Fig. 1: run 1, signal wires on met2
Cells faint in the background.
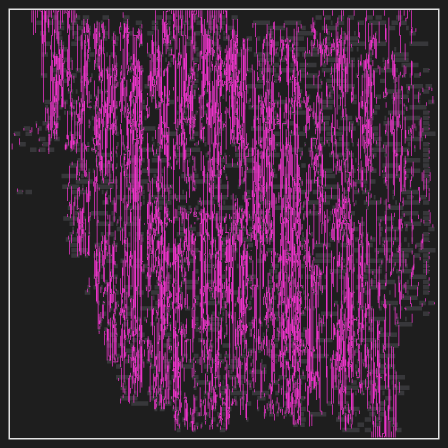
Fig. 2: run 1, cell density map
The die is cut into 22 by 22 equal tiles; white is low, dark blue is high, 0 to 100% covered.
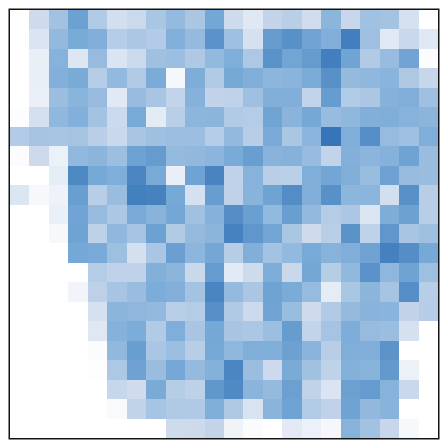
Fig. 3: run 1, cell outlines without signal wires
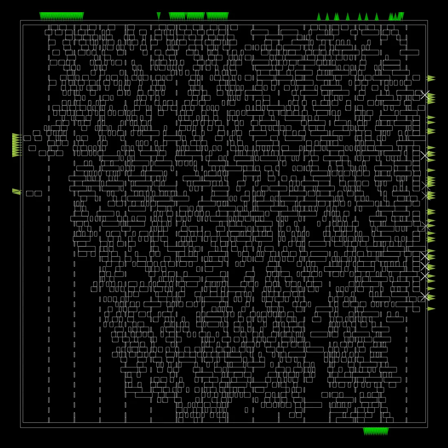
==> config.mk <==
export PLATFORM = sky130hd
export DESIGN_NAME = mult_div_unit_flat
export DESIGN_NICKNAME = d
export VERILOG_FILES = /design/src/rtl/mdu_if.sv /design/src/rtl/mult_div_unit.sv /design/src/flat_wrapper.sv
export SDC_FILE = /design/constraint.sdc
export NUM_CORES = 1
export LEC_CHECK = 0
export CELL_PAD_IN_SITES_DETAIL_PLACEMENT = 1
export CELL_PAD_IN_SITES_GLOBAL_PLACEMENT = 1
export CORE_UTILIZATION = 30
export DETAILED_ROUTE_END_ITERATION = 10
export GPL_TIMING_DRIVEN = 0
export PLACE_DENSITY_LB_ADDON = 0.2
export RECOVER_POWER = 50
export SYNTH_ARGS = -nofsm -noshare
export SYNTH_HDL_FRONTEND = slang
export SYNTH_SLANG_ARGS = --single-unit
==> constraint.sdc <==
create_clock -name clk -period 16.9 [get_ports clk]
set_input_delay 4.225 -clock clk [delete_from_list [all_inputs] [get_ports clk]]
set_output_delay 4.225 -clock clk [all_outputs]
set_load 0.05 [all_outputs]
==> reports/metrics.cfg, run 1 <==
[outcome]
status = finished, violations left
violations = design-rule violations, max-capacitance violations, max-slew violations

[final_layout]
n_sequential_cell = 174
clockBufferCount = 18
multiInputGateArea_um2 = 9215

[placed_design]
place.gp.congestion = 0.9434
place_area_um2 = 16400

[cts]
cts_tree = built
postCtsSetupBuffers = 0
clockBufferDepth = 2
cts_buffers = 17

[logic_synthesis]
synthCells = 1793
topCellsByArea = dfrtp_1, o21ai_0, ha_1, a21oi_1, xnor2_1
ys.flop_type = dfrtp_1
ys_sh_mux_pct = 3.509
common_cells = nand2_1, o21ai_0, nor2_1

[timing]
rsz0062_at_grt = false
period_needed_ns = 7.248
hold_viol = 0
finalSetupTns_ns = 0
drv_slew = 59

[setup_path]
cp.depth = 12
critPathMaxStageDelay_ns = 0.52
crit_type = in2reg
crit_fanout = 6
reg2reg_slack_ns = 12.19

[worst_hold_path]
holdPathStages = 2

[job]
drv_cap = 1

[power_and_ir_drop]
power_density_nw_per_um2 = 251.7
powerClk_mw = 0.436

[global_routing]
antenna_found_initial = 0

[drt]
wl_met3_um = 2548
drcViolationCount = 15
top_layer = met4

[die]
die_h_um = 220.0

Back to the opening pictures, Fig. 1:
longest straight run: 120 µm
nets with wire on the layer: 1808
share of all routed wire: 47%
main direction: vertical
wire length on this layer: 27.5 mm
Post-Route WL: 58960 µm
grt met2 use: 39.91%
Via Count: 14390

Back to the opening pictures, Fig. 2:
emptiest ninth of the die: lower left
nearly empty tiles: 14%
fullest tile: 72%
mean over tiles: 33%
FP Core Util: 30.51%
final core utilization: 36.26%

Back to the opening pictures, Fig. 3:
core region area: 46750 µm²
# Taps: 607
non-filler cells, final: 2567

Fig. 4: run 1, metal 1
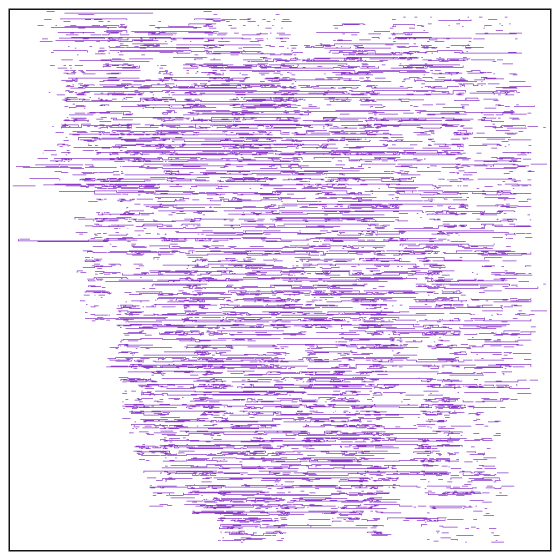

==> run 1 -> run 2 <==
Clock period 16.9 ns to 6.85 ns, I/O delays scaled along.
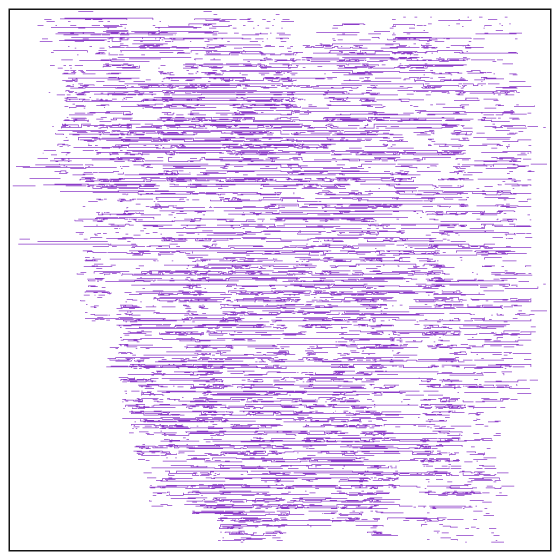
Fig. 5. Metal 1 (run 2).
share of all routed wire: 47%
main direction: horizontal
Post-Route WL: 58950 µm
Via Count: 14410
met1 GRT Util: 33.86%

==> run 2 against run 1 <==
Effect of this change:
- the run still ends with design-rule violations, max-capacitance violations, max-slew violations left
- power rose by 150%
- combinational power up 150%
- sequential share of layout area about the same
- routed wire length barely moved
- area after synthesis did not move
- critical path depth is 9 lower
- clock-buffer cell count did not move
- core utilization about the same
- sequential cell count stayed put
- largest power group unchanged
==> reports/metrics.cfg, run 2 <==
[final_layout]
area_growth_pct = 18.90
n_sequential_cell = 174  ; unchanged
finish.utilization_pct = 36.27  ; about the same
nNetsFinal = 2088
drive_gt1_share_pct = 3.214
fin_cells = 2567  ; unchanged
final_cell_mix = nand2_1, o21ai_0, nor2_1
comb_area_share_pct = 54.48
layout.nonclk_buf_share_pct = 10.17
multiInputGateArea_um2 = 9239  ; +0.26%
clockBufferCount = 18  ; unchanged
fillers = 5705
final_area_um2 = 16960

[timing]
fmax_mhz = 192.4
setup_ws_ns = 1.652
hold_slack_ns = 0.4828
finalSetupTns_ns = 0  ; unchanged
period_needed_ns = 5.198
hold_viol = 0  ; unchanged
drv_slew = 177  ; +200%
rsz0062_at_grt = false

[power_and_ir_drop]
p_leak_nw = 6.790
p_seq_mw = 2.19
powerClk_mw = 1.07  ; +150%
comb_power_share_pct = 69.0
power_density_nw_per_um2 = 621.2  ; +150%
power.clock.fraction_pct = 10.2
comb-power_mw = 7.27
cellInternalPower_mw = 4.749
irDropWorstVdd_mv = 0.2212

[die]
rows = 79
die_h_um = 220.0  ; unchanged
num_tap_cells = 607  ; unchanged
io_pins = 136
core_area_um2 = 46750  ; unchanged
fp_util_pct = 30.51  ; unchanged

[global_routing]
grt_pass1_vias = 14370
top_usage_layer = met2
antenna_found_initial = 0  ; unchanged
met2_usage_pct = 39.91  ; unchanged

[logic_synthesis]
yosysWarnings = 0
synthCells = 1793  ; unchanged
ys_area_um2 = 14260
xor_area_share_pct = 10.62
ys_sh_mux_pct = 3.509  ; unchanged
ys_cells = 1793
top_logic_kind = AND-OR/OR-AND gates
synth_area_leader_cell = dfrtp_1
common_cells = nand2_1, o21ai_0, nor2_1
topCellsByArea = dfrtp_1, o21ai_0, ha_1, a21oi_1, xnor2_1
ys.flop_type = dfrtp_1
top_cell_area_share_pct = 30.53
floorplan.nets = 1934
netlist_area_um2 = 14260

[outcome]
status = finished, violations left
violations = design-rule violations, max-capacitance violations, max-slew violations

[cts]
postCtsResizedCells = 0
cts_tree = built
cts_buffers = 17  ; unchanged
clk_latency_ns = 0.47
postCtsSetupBuffers = 0  ; unchanged
h-tree-depth = 4
clockBufferDepth = 2  ; unchanged
ctsHoldBuffers = 0

[placed_design]
place.gp.congestion = 0.9434  ; unchanged
dp.cells = 2535
preCtsSetupSlack_ns = 1.643
post-dp-hpwl_um = 47210
place_area_um2 = 16400  ; unchanged

[setup_path]
cp_cell_sequence = dlygate4sd3_1 > clkinvlp_2 > clkbuf_4
crit_fanout = 116  ; +110
critPathMaxStageDelay_ns = 1.53  ; +1.01 ns
cp.depth = 3  ; -9
start_kind = primary input
cp.required_ns = 7.09
cp-end-kind = asynchronous set/reset pin
crit_type = in2async
reg2reg_slack_ns = 2.51  ; -9.68 ns
cp_num_buf_inv = 3

[job]
warnings = 29
drv_cap = 2  ; +1

[drt]
wl_met1_um = 27920
wl_per_cell_um = 22.96
dr_wl_met2_um = 27440
top_layer = met4
wl_met3_um = 2682  ; +5.3%
drcViolationCount = 15  ; unchanged
routed_via_density = 5.612

[worst_hold_path]
holdPathStages = 2  ; unchanged
hold_path.class = reg2reg

No activity file was given, so power comes from the tool's default toggle rates.
